**src/rtl/alarma_pkg.sv**
```systemverilog
// Shared definitions for the car-alarm siren responder.
// State codes and the alarm-event counter width.
package alarma_pkg;
  localparam int unsigned STATE_W     = 3;
  localparam int unsigned ALARM_CNT_W = 8;

  typedef enum logic [STATE_W-1:0] {
    S_DISARMED = 3'd0,
    S_ARMED    = 3'd1,
    S_ENTRY    = 3'd2,
    S_ALARM    = 3'd3,
    S_HOLDOFF  = 3'd4
  } state_t;
endpackage

```
**src/rtl/alarma_antirrebote.sv**
```systemverilog
// Trigger debouncer: reports when the current sample completes a run of
// DEB_LEN identical samples (hi_ok for ones, lo_ok for zeros).
module alarma_antirrebote #(
  parameter int unsigned DEB_LEN = 4
) (
  input  logic clk,
  input  logic rst_n,
  input  logic din,
  output logic hi_ok,
  output logic lo_ok
);
  localparam int unsigned CW = $clog2(DEB_LEN + 1);
  localparam logic [CW-1:0] RUN_MAX = CW'(DEB_LEN);

  logic [CW-1:0] run;
  logic [CW-1:0] run_next;
  logic          last;

  // Run length including the sample being taken now, saturating at DEB_LEN.
  always_comb begin
    run_next = CW'(1);
    if (din == last) begin
      run_next = (run == RUN_MAX) ? run : run + CW'(1);
    end
  end

  assign hi_ok = din  && (run_next == RUN_MAX);
  assign lo_ok = !din && (run_next == RUN_MAX);

  always_ff @(posedge clk or negedge rst_n) begin
    if (!rst_n) begin
      run  <= '0;
      last <= 1'b0;
    end else begin
      run  <= run_next;
      last <= din;
    end
  end
endmodule

```
**src/rtl/alarma_sirena.sv**
```systemverilog
// Siren/LED sequencer behind the combinational alarm trigger: debounce,
// entry delay, time-limited siren, re-arm holdoff and an event counter.
module alarma_sirena
  import alarma_pkg::*;
#(
  parameter int unsigned DEB_LEN     = 4,
  parameter int unsigned ENTRY_DELAY = 1000,
  parameter int unsigned SIREN_TIME  = 5000,
  parameter int unsigned BLINK_DIV   = 250
) (
  input  logic                   clk,
  input  logic                   rst_n,
  input  logic                   arm,
  input  logic                   disarm,
  input  logic                   trigger,
  output logic                   siren,
  output logic                   led,
  output logic [STATE_W-1:0]     state_o,
  output logic [ALARM_CNT_W-1:0] alarm_count
);
  localparam int unsigned TMAX = (ENTRY_DELAY > SIREN_TIME) ? ENTRY_DELAY : SIREN_TIME;
  localparam int unsigned TW   = $clog2(TMAX + 1);
  localparam int unsigned BW   = $clog2(BLINK_DIV + 1);
  localparam logic [TW-1:0] ENTRY_LAST = TW'(ENTRY_DELAY - 1);
  localparam logic [TW-1:0] SIREN_LAST = TW'(SIREN_TIME - 1);
  localparam logic [BW-1:0] BLINK_LAST = BW'(BLINK_DIV - 1);

  state_t                 state, state_next;
  logic [TW-1:0]          timer, timer_next;
  logic [BW-1:0]          blink, blink_next;
  logic                   led_next, siren_next;
  logic [ALARM_CNT_W-1:0] count_next;
  logic                   hi_ok, lo_ok;

  alarma_antirrebote #(.DEB_LEN(DEB_LEN)) u_deb (
    .clk   (clk),
    .rst_n (rst_n),
    .din   (trigger),
    .hi_ok (hi_ok),
    .lo_ok (lo_ok)
  );

  always_comb begin
    state_next = state;
    timer_next = timer;
    count_next = alarm_count;
    if (disarm) begin
      state_next = S_DISARMED;
      timer_next = '0;
    end else begin
      case (state)
        S_DISARMED: if (arm) state_next = S_ARMED;
        S_ARMED: if (hi_ok) begin
          state_next = S_ENTRY;
          timer_next = '0;
        end
        S_ENTRY: if (timer == ENTRY_LAST) begin
          state_next = S_ALARM;
          timer_next = '0;
          if (alarm_count != '1) count_next = alarm_count + 1'b1;
        end else begin
          timer_next = timer + 1'b1;
        end
        S_ALARM: if (timer == SIREN_LAST) begin
          state_next = S_HOLDOFF;
          timer_next = '0;
        end else begin
          timer_next = timer + 1'b1;
        end
        S_HOLDOFF: if (lo_ok) state_next = S_ARMED;
        default: state_next = S_DISARMED;
      endcase
    end

    // Outputs are derived from the next state so they register alongside it.
    led_next   = 1'b0;
    blink_next = '0;
    siren_next = (state_next == S_ALARM);
    case (state_next)
      S_ARMED, S_HOLDOFF: led_next = 1'b1;
      S_ENTRY, S_ALARM: begin
        if (state_next != state) begin
          led_next = 1'b1;
        end else if (blink == BLINK_LAST) begin
          led_next = ~led;
        end else begin
          led_next   = led;
          blink_next = blink + 1'b1;
        end
      end
      default: led_next = 1'b0;
    endcase
  end

  always_ff @(posedge clk or negedge rst_n) begin
    if (!rst_n) begin
      state       <= S_DISARMED;
      timer       <= '0;
      blink       <= '0;
      led         <= 1'b0;
      siren       <= 1'b0;
      alarm_count <= '0;
    end else begin
      state       <= state_next;
      timer       <= timer_next;
      blink       <= blink_next;
      led         <= led_next;
      siren       <= siren_next;
      alarm_count <= count_next;
    end
  end

  assign state_o = state;
endmodule

```
**config.mk**
```make
export PLATFORM = sky130hd
export DESIGN_NAME = alarma_sirena
export DESIGN_NICKNAME = d
export VERILOG_FILES = /design/src/rtl/alarma_pkg.sv /design/src/rtl/alarma_antirrebote.sv /design/src/rtl/alarma_sirena.sv
export SDC_FILE = /design/constraint.sdc
export NUM_CORES = 1
export LEC_CHECK = 0
export CAP_MARGIN = 5
export CORE_MARGIN = 2
export CORE_UTILIZATION = 55
export DETAILED_ROUTE_END_ITERATION = 16
export DONT_BUFFER_PORTS = 1
export GPL_TIMING_DRIVEN = 0
export PLACE_DENSITY = 0.7
export SETUP_SLACK_MARGIN = 0.4
export SLEW_MARGIN = 20
export SYNTH_ARGS = -nofsm -noshare
export SYNTH_HDL_FRONTEND = slang
export SYNTH_HIERARCHICAL = 1
export SYNTH_SLANG_ARGS = --single-unit
```
**constraint.sdc**
```tcl
create_clock -name clk -period 3.95 [get_ports clk]
set_clock_uncertainty 0.1 [all_clocks]
set_input_delay 0.79 -clock clk [delete_from_list [all_inputs] [get_ports clk]]
set_output_delay 0.79 -clock clk [all_outputs]
set_load 0.02 [all_outputs]
```
Fig. 1: cell placement
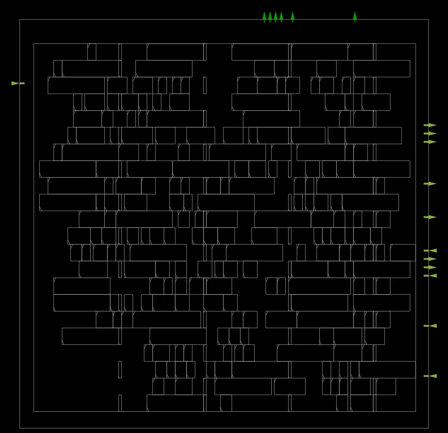
cell row count: 22
share of the final layout cell area in sequential cells: 40.84%
count of flip-flops and latches: 38
core region area: 3716 µm²

Fig. 2: cells by drive strength
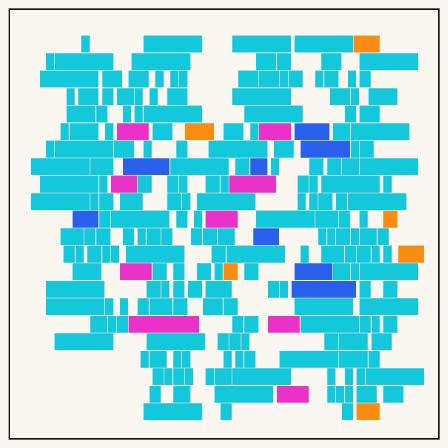
legend:
  _6 and larger:
    colour: magenta
    cells: 9
    share: 3.9%
    most_used: clkbuf_8
  _3 and _4 cells:
    colour: blue
    cells: 8
    share: 3.4%
  _2 cells:
    colour: orange
    cells: 6
    share: 2.6%
  _0 and _1 cells:
    colour: cyan
    cells: 209
    share: 90%
    most_used: dfrtp_1
area grow syn2layout: 8.387%
bufs w/o clock: 8
Finished Cell Area: 2328 µm²
least setup slack across all paths after layout: 0.7787 ns

-- worst min path at each step --
stage               cells after the start  slack (ns)                          to          startpoint
floorplan                               1        0.36          blink[0]$_DFF_PN0_  blink[0]$_DFF_PN0_
global placement                        1        0.37          blink[0]$_DFF_PN0_  blink[0]$_DFF_PN0_
detailed placement                      1        0.38          blink[0]$_DFF_PN0_  blink[0]$_DFF_PN0_
CTS                                     0        0.08        state_o[0]$_DFF_PN0_               rst_n
global route                            0        0.08      u_deb/run[0]$_DFF_PN0_               rst_n
finish                                  0        0.09  alarm_count[0]$_DFFE_PN0P_               rst_n
-- flip-flops by register name, summed over array words and instances, names as in the netlist --
| name | count |
|---|---|
| alarm_count | 8 |
| blink | 8 |
| led | 1 |
| siren | 1 |
| state_o | 3 |
| timer | 13 |
| u_deb/last | 1 |
| u_deb/run | 3 |
==> notes.md <==
Synthesis and place-and-route results.

- In this run, CTS created clock tree buffers numbering 5.
- In the power breakdown, the biggest contributor is sequential cells.
- The endpoint of the worst-slack reg-to-reg timing path is timer[9]$_DFFE_PN0P_.
- The report shows a maximum critical-path fanout of 10.
- The number of placed cells counting well taps is 273.
- The worst setup slack for register-to-register paths is ~0.78 ns.
- In this run the remaining antenna-violating nets after routing total 0.
- Signal routing reaches up to met4.
- The source-to-sink clock delay at the later pin of the worst-skew pair is 0.29 ns.
- The switching fraction of total power is 24.21%.
- The count of non-CTS inverters in the layout is 8.
- The yosys synthesis chip area is 2148 µm².
- Clock buffers in the final layout number 6.
- The maximum VDD drop is ~0.23 mV.
- The most common cell after layout, fill and taps aside is dfrtp_1.
- The run finished with clean final reports.
- The switching power is 205.1 µW.
- For this run, the top clock speed supported by timing is 315.3 MHz.
- Cells fill between 60% and 70% of the core in the end.
- The cell type that accounts for the most area after synthesis is dfrtp_1.
- Counting every instance in the synthesized netlist gives about 230.
- In the final design database the tool counted roughly 240 nets.
- The via count of the first global-routing pass is 1,716.
- Warnings raised by the tools during the run amount to 28.
- The worst reg2reg path startpoint is u_deb/run[0]$_DFF_PN0_.
- Per the final timing report, the hold violations number 0.
- The slew at the pin with the worst max-slew slack is 0.7115 ns.
- The detailed router finished its first iteration with roughly 140 violations.
- The critical path ends at timer[9]$_DFFE_PN0P_.
- After layout, the minimum clock period comes to 3.171 ns.
- The tally of max-capacitance violations is 0.
- The met3 routed wirelength is 191 µm.
- Per the final report, the share of cell area in non-clock buffers is 2.472%.
- Entering global routing, the biggest net connects 39 pins.
- Headroom to the max-slew limit came out at 52.13%.
- Per Yosys stat, the portion of area used by sequential elements is 44.26%.
- For this run, the detailed router's first-pass iteration total came to 5.
- The post-layout instance count excluding filler cells is 280.
- The power consumption is 846.9 µW.
- The number of cells in Yosys stat is 225.
- For this run, the final setup violation count is recorded as 0.
- The inserted tap cell count is 48.
- The total buffers and inverters traversed by the critical path is 2.
- Once the clock tree was built, the setup fixing pass inserted 0 buffers.
- The routed layout has 1,688 vias.
- The arrival time of data at the critical path endpoint is 3.28 ns.
- The worst setup path is captured at a register.
- The cell class ranked first by area is multi-input combinational cells.
- A synthesized cell averages roughly 9.5 µm².
- Broken down by cell family, the worst path's largest delay share belongs to AND-OR/OR-AND gates.
- The total power density per cell area is about 360 nW/µm².
Power and IR drop assume default switching activity.
